<file path="config.mk">
export PLATFORM = sky130hd
export DESIGN_NAME = alu_operand_stage
export DESIGN_NICKNAME = d
export VERILOG_FILES = /design/src/rtl/lc2k_pkg.sv /design/src/rtl/fwd_select.sv /design/src/rtl/alu_operand_stage.sv
export SDC_FILE = /design/constraint.sdc
export NUM_CORES = 1
export LEC_CHECK = 0
export ABC_CLOCK_PERIOD_IN_PS = 4000
export CORE_MARGIN = 5
export CORE_UTILIZATION = 40
export DETAILED_ROUTE_END_ITERATION = 6
export MAX_ROUTING_LAYER = met4
export PLACE_DENSITY = 0.8
export SYNTH_ARGS = -nofsm -noshare
export SYNTH_HDL_FRONTEND = slang
export SYNTH_SLANG_ARGS = --single-unit
export TNS_END_PERCENT = 5
</file>
<file path="constraint.sdc">
create_clock -name clk -period 4 [get_ports clk]
set_input_delay 0.6 -clock clk [delete_from_list [all_inputs] [get_ports clk]]
set_output_delay 0.6 -clock clk [all_outputs]
set_load 0.01 [all_outputs]
</file>
<file path="src/rtl/lc2k_pkg.sv">
`default_nettype none
// ============================================================================
// Module      : lc2k_pkg
// Description : LC2K datapath defaults, operand-B select codes and the
//               offset sign-extension helper.
// Revision    : 1.0  initial release
// ============================================================================
package lc2k_pkg;

    localparam int DATA_W     = 32;
    localparam int REG_ADDR_W = 3;
    localparam int OFF_W      = 16;

    localparam logic ALUVALB_OFFSET = 1'b0;
    localparam logic ALUVALB_REGB   = 1'b1;

    // Widest result sext_offset can build; callers slice down to their width.
    localparam int SEXT_MAX_W = 64;

    // Replicates raw[signPos] into every bit above signPos.
    function automatic logic [SEXT_MAX_W-1:0] sext_offset(
        input logic [SEXT_MAX_W-1:0] raw,
        input logic [5:0]            signPos
    );
        logic [SEXT_MAX_W-1:0] r;
        logic                  s;
        r = raw;
        s = raw[signPos];
        for (int i = 0; i < SEXT_MAX_W; i++) begin
            if (i > int'(signPos)) begin
                r[i] = s;
            end
        end
        return r;
    endfunction

endpackage
`default_nettype wire

</file>
<file path="src/rtl/fwd_select.sv">
`default_nettype none
// ============================================================================
// Module      : fwd_select
// Description : Priority forwarding mux; source 0 is youngest and wins.
// Revision    : 1.0  initial release
// ============================================================================
module fwd_select
    import lc2k_pkg::*;
#(
    parameter int DATA_W     = lc2k_pkg::DATA_W,
    parameter int REG_ADDR_W = lc2k_pkg::REG_ADDR_W,
    parameter int NUM_FWD    = 3
) (
    input  logic [REG_ADDR_W-1:0]         idx,
    input  logic [DATA_W-1:0]             rfVal,
    input  logic [NUM_FWD-1:0]            fwdValid,
    input  logic [NUM_FWD*REG_ADDR_W-1:0] fwdDest,
    input  logic [NUM_FWD*DATA_W-1:0]     fwdData,
    output logic [DATA_W-1:0]             val,
    output logic                          hit
);

    logic w_notZero;

    assign w_notZero = (idx != '0);

    // Walk from oldest to youngest so the lowest matching index lands last.
    always_comb begin
        val = rfVal;
        hit = 1'b0;
        for (int i = NUM_FWD - 1; i >= 0; i--) begin
            if (w_notZero && fwdValid[i] &&
                (fwdDest[i*REG_ADDR_W +: REG_ADDR_W] == idx)) begin
                val = fwdData[i*DATA_W +: DATA_W];
                hit = 1'b1;
            end
        end
    end

endmodule
`default_nettype wire

</file>
<file path="src/rtl/alu_operand_stage.sv">
`default_nettype none
// ============================================================================
// Module      : alu_operand_stage
// Description : Registered ALU operand select with RAW forwarding on A and B.
//               Optional forward-hit counter under ALU_OPERAND_FWD_CNT_EN.
// Revision    : 1.0  initial release
// ============================================================================
module alu_operand_stage
    import lc2k_pkg::*;
#(
    parameter int DATA_W     = lc2k_pkg::DATA_W,
    parameter int OFF_W      = lc2k_pkg::OFF_W,
    parameter int REG_ADDR_W = lc2k_pkg::REG_ADDR_W,
    parameter int NUM_FWD    = 3
) (
    input  logic                          clk,
    input  logic                          rst_n,
    input  logic                          in_valid,
    input  logic                          in_stall,
    input  logic                          in_flush,
    input  logic                          ctrl_alu_valb,
    input  logic [REG_ADDR_W-1:0]         rega_idx,
    input  logic [REG_ADDR_W-1:0]         regb_idx,
    input  logic [DATA_W-1:0]             rega_val,
    input  logic [DATA_W-1:0]             regb_val,
    input  logic [OFF_W-1:0]              offset,
    input  logic [NUM_FWD-1:0]            fwd_valid,
    input  logic [NUM_FWD*REG_ADDR_W-1:0] fwd_dest,
    input  logic [NUM_FWD*DATA_W-1:0]     fwd_data,
`ifdef ALU_OPERAND_FWD_CNT_EN
    output logic [31:0]                   fwd_hit_cnt,
`endif
    output logic                          out_valid,
    output logic [DATA_W-1:0]             alu_val_a,
    output logic [DATA_W-1:0]             alu_val_b,
    output logic [DATA_W-1:0]             store_data
);

    localparam logic [5:0] SIGN_POS = 6'(OFF_W - 1);

    logic [DATA_W-1:0]     w_fwdA;
    logic [DATA_W-1:0]     w_fwdB;
    logic                  w_hitA;
    logic                  w_hitB;
    logic [SEXT_MAX_W-1:0] w_sextFull;
    logic [DATA_W-1:0]     w_sext;
    logic [DATA_W-1:0]     w_opB;
    logic                  w_load;

    logic                  r_outValid;
    logic [DATA_W-1:0]     r_aluValA;
    logic [DATA_W-1:0]     r_aluValB;
    logic [DATA_W-1:0]     r_storeData;

    fwd_select #(
        .DATA_W    (DATA_W),
        .REG_ADDR_W(REG_ADDR_W),
        .NUM_FWD   (NUM_FWD)
    ) u_fwdA (
        .idx     (rega_idx),
        .rfVal   (rega_val),
        .fwdValid(fwd_valid),
        .fwdDest (fwd_dest),
        .fwdData (fwd_data),
        .val     (w_fwdA),
        .hit     (w_hitA)
    );

    fwd_select #(
        .DATA_W    (DATA_W),
        .REG_ADDR_W(REG_ADDR_W),
        .NUM_FWD   (NUM_FWD)
    ) u_fwdB (
        .idx     (regb_idx),
        .rfVal   (regb_val),
        .fwdValid(fwd_valid),
        .fwdDest (fwd_dest),
        .fwdData (fwd_data),
        .val     (w_fwdB),
        .hit     (w_hitB)
    );

    assign w_sextFull = sext_offset({{(SEXT_MAX_W-OFF_W){1'b0}}, offset}, SIGN_POS);
    assign w_sext     = w_sextFull[DATA_W-1:0];
    assign w_opB      = (ctrl_alu_valb == ALUVALB_REGB) ? w_fwdB : w_sext;
    assign w_load     = rst_n && !in_flush && !in_stall && in_valid;

    // Flush only drops valid; data outputs keep their last loaded value.
    always_ff @(posedge clk) begin
        if (!rst_n) begin
            r_outValid  <= 1'b0;
            r_aluValA   <= '0;
            r_aluValB   <= '0;
            r_storeData <= '0;
        end else if (in_flush) begin
            r_outValid <= 1'b0;
        end else if (!in_stall) begin
            r_outValid <= in_valid;
            if (in_valid) begin
                r_aluValA   <= w_fwdA;
                r_aluValB   <= w_opB;
                r_storeData <= w_fwdB;
            end
        end
    end

    assign out_valid  = r_outValid;
    assign alu_val_a  = r_aluValA;
    assign alu_val_b  = r_aluValB;
    assign store_data = r_storeData;

`ifdef ALU_OPERAND_FWD_CNT_EN
    logic [31:0] r_fwdHitCnt;
    logic [1:0]  w_hitInc;
    logic [32:0] w_cntSum;

    // B only counts when it actually feeds the ALU.
    assign w_hitInc = {1'b0, w_hitA} + {1'b0, w_hitB & (ctrl_alu_valb == ALUVALB_REGB)};
    assign w_cntSum = {1'b0, r_fwdHitCnt} + {31'b0, w_hitInc};

    always_ff @(posedge clk) begin
        if (!rst_n) begin
            r_fwdHitCnt <= '0;
        end else if (w_load) begin
            r_fwdHitCnt <= w_cntSum[32] ? 32'hFFFF_FFFF : w_cntSum[31:0];
        end
    end

    assign fwd_hit_cnt = r_fwdHitCnt;
`else
    logic w_unusedLoad;
    assign w_unusedLoad = w_load;
`endif

endmodule
`default_nettype wire
</file>
Pin map:
Scale bar: 50 microns. Pins as bars across the die edge, other pins in grey.
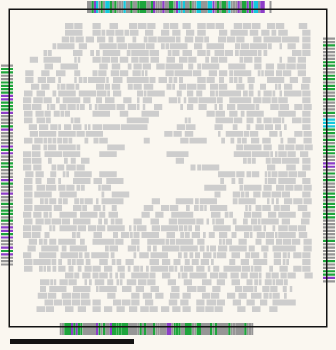
Key: purple = store_data [pins 32, direction output, edge 13 left, 10 top, 6 bottom, 3 right]; green = fwd_data [pins 96, direction input, edge 30 bottom, 27 right, 20 left, 19 top]; cyan = offset [pins 16, direction input, edge 13 top, 3 right]
All pins by edge: 85 bottom, 79 top, 73 right, 60 left.
# port buffers: 296
Die Height: 128 microns
die width: 128 microns

Wire density map:
The die is cut into 26 by 26 equal tiles; white is low, dark blue is high, scaled to the fullest tile. Values are wire area over tile area, all layers added.
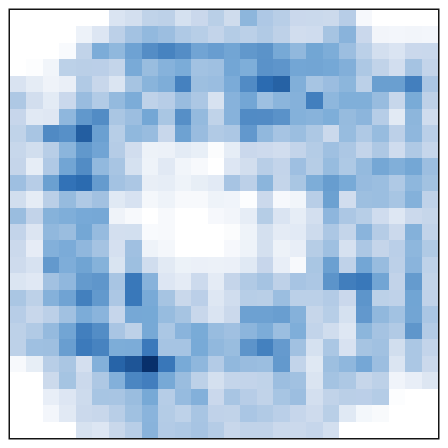
The emptiest ninth of the die: middle. The mean over all tiles is 0.23. The fullest tile reaches 0.74. 15% of the tiles are over half the peak. The densest ninth of the die: top middle. 8.0% of the tiles are nearly empty.
Total Routed Length: 22700 microns
gr usage total: 27.4%
routed via count: 6277
routed length per instance: 21.1 microns

Logic cells by family:
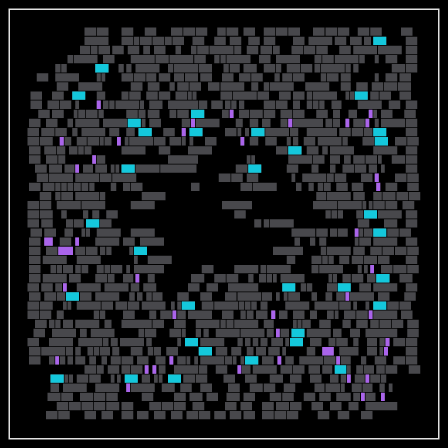
Key: cyan = AND-OR and OR-AND gates [cells 33, where all over the die]; purple = NOR gates [cells 42]

Clock nets:
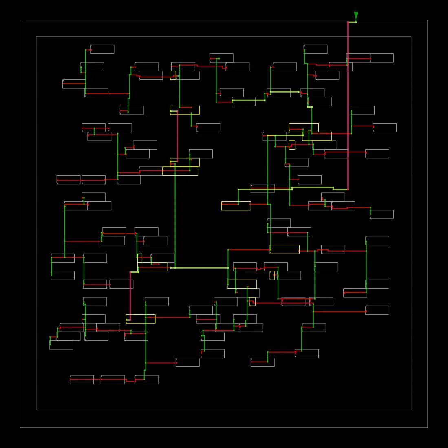
clk pwr: 0.843 mW
Sink Count: 97
CTS Buf Count: 9
Fin Clk Skew: 0 ns
flop count: 97

Zoomed window:
Scale bar: 5 microns. Region (54, 79) to (74, 99) microns. Cells in grey, sequential cells in the stronger grey; small squares are vias.
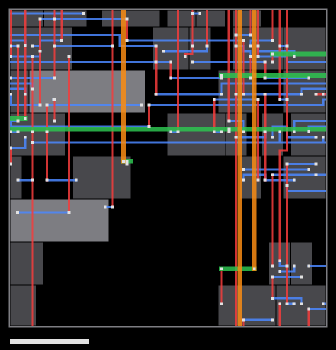
Key: green = metal 3; red = metal 2; blue = metal 1; orange = metal 4
Most frequent: nand2_1 (5), o221a_2 (4). Netlist names of flops here include alu_val_a (2). 23 logic cells have their middle in the window. Sequential cells in the window: 2.

==> job_summary.md <==
### Metrics collected by this job

| Metric | Value |
|---|---|
| DRC violations left | 0 |
| Root Buffer | clkbuf_16 |
| Reg2Reg Depth | 1 |
| Global routing's busiest layer | met2 |
| Worst vdd ir | 178 uV |
| Gate power share | 26.3% |
| Comb pwr | 0.672 mW |
| Post-CTS setup buffers | 0 |
| Non-Filler Instances | 1080 |
| First-pass GRT wire length | 34600 microns |
| Worst skew pair latency | 0.33 ns |
| Delay-heaviest family, CP | AND-OR/OR-AND gates |
| Overall power | 2.56 mW |
| Setup CP Type | in -> reg |
| Max stage delay on crit path | 0.70 ns |
| FILL cells | 1206 |
| Commonest cells in the synthesized netlist | dfxtp_1 (97), nand2_1 (67), clkbuf_1 (57) |
| Hold crit path type | reg -> reg |
| Critical Path RT | 4.28 ns |
| Hold path start | alu_val_b[6]$_SDFFE_PN0P_ |
| Final net count | 1096 |
| R2r setup slk | 3.28 ns |
| Final Setup Violations | 0 |
| Inverters | 2 |
| Pleak | 3.31 nW |
| Placed Cells | 1065 |
| Largest net degree at the start of global routing | 110 |
| Max Cap Violations | 0 |
| Internal Power | 1.88 mW |
| Status | finished, final reports clean |
| CP endpoint kind | flop |
| Met1 WL | 9280 microns |
| Gate Area | 0.00334 sq mm |
| Clock buf count | 11 |
| AO/OA Area Share | 29.8% |
| RSZ-0062 raised after global routing | no |
| Pwr dens | 288 mW/mm^2 |
| Post-Synth Adder-Cell Area | 0% |
| Seq share, synth | 35.2% |
| Post-CTS Hold Buffers | 0 |
| Most instantiated logic cells after routing | clkdlybuf4s50_1 (295), dfxtp_1 (97), nand2_1 (67) |
| Crit path depth | 8 |
| Count of non-CTS buffers in the layout | 308 |
| Syn nets | 849 |
| Drt first pass iters | 5 |
Power is estimated from default activity; no workload was simulated.
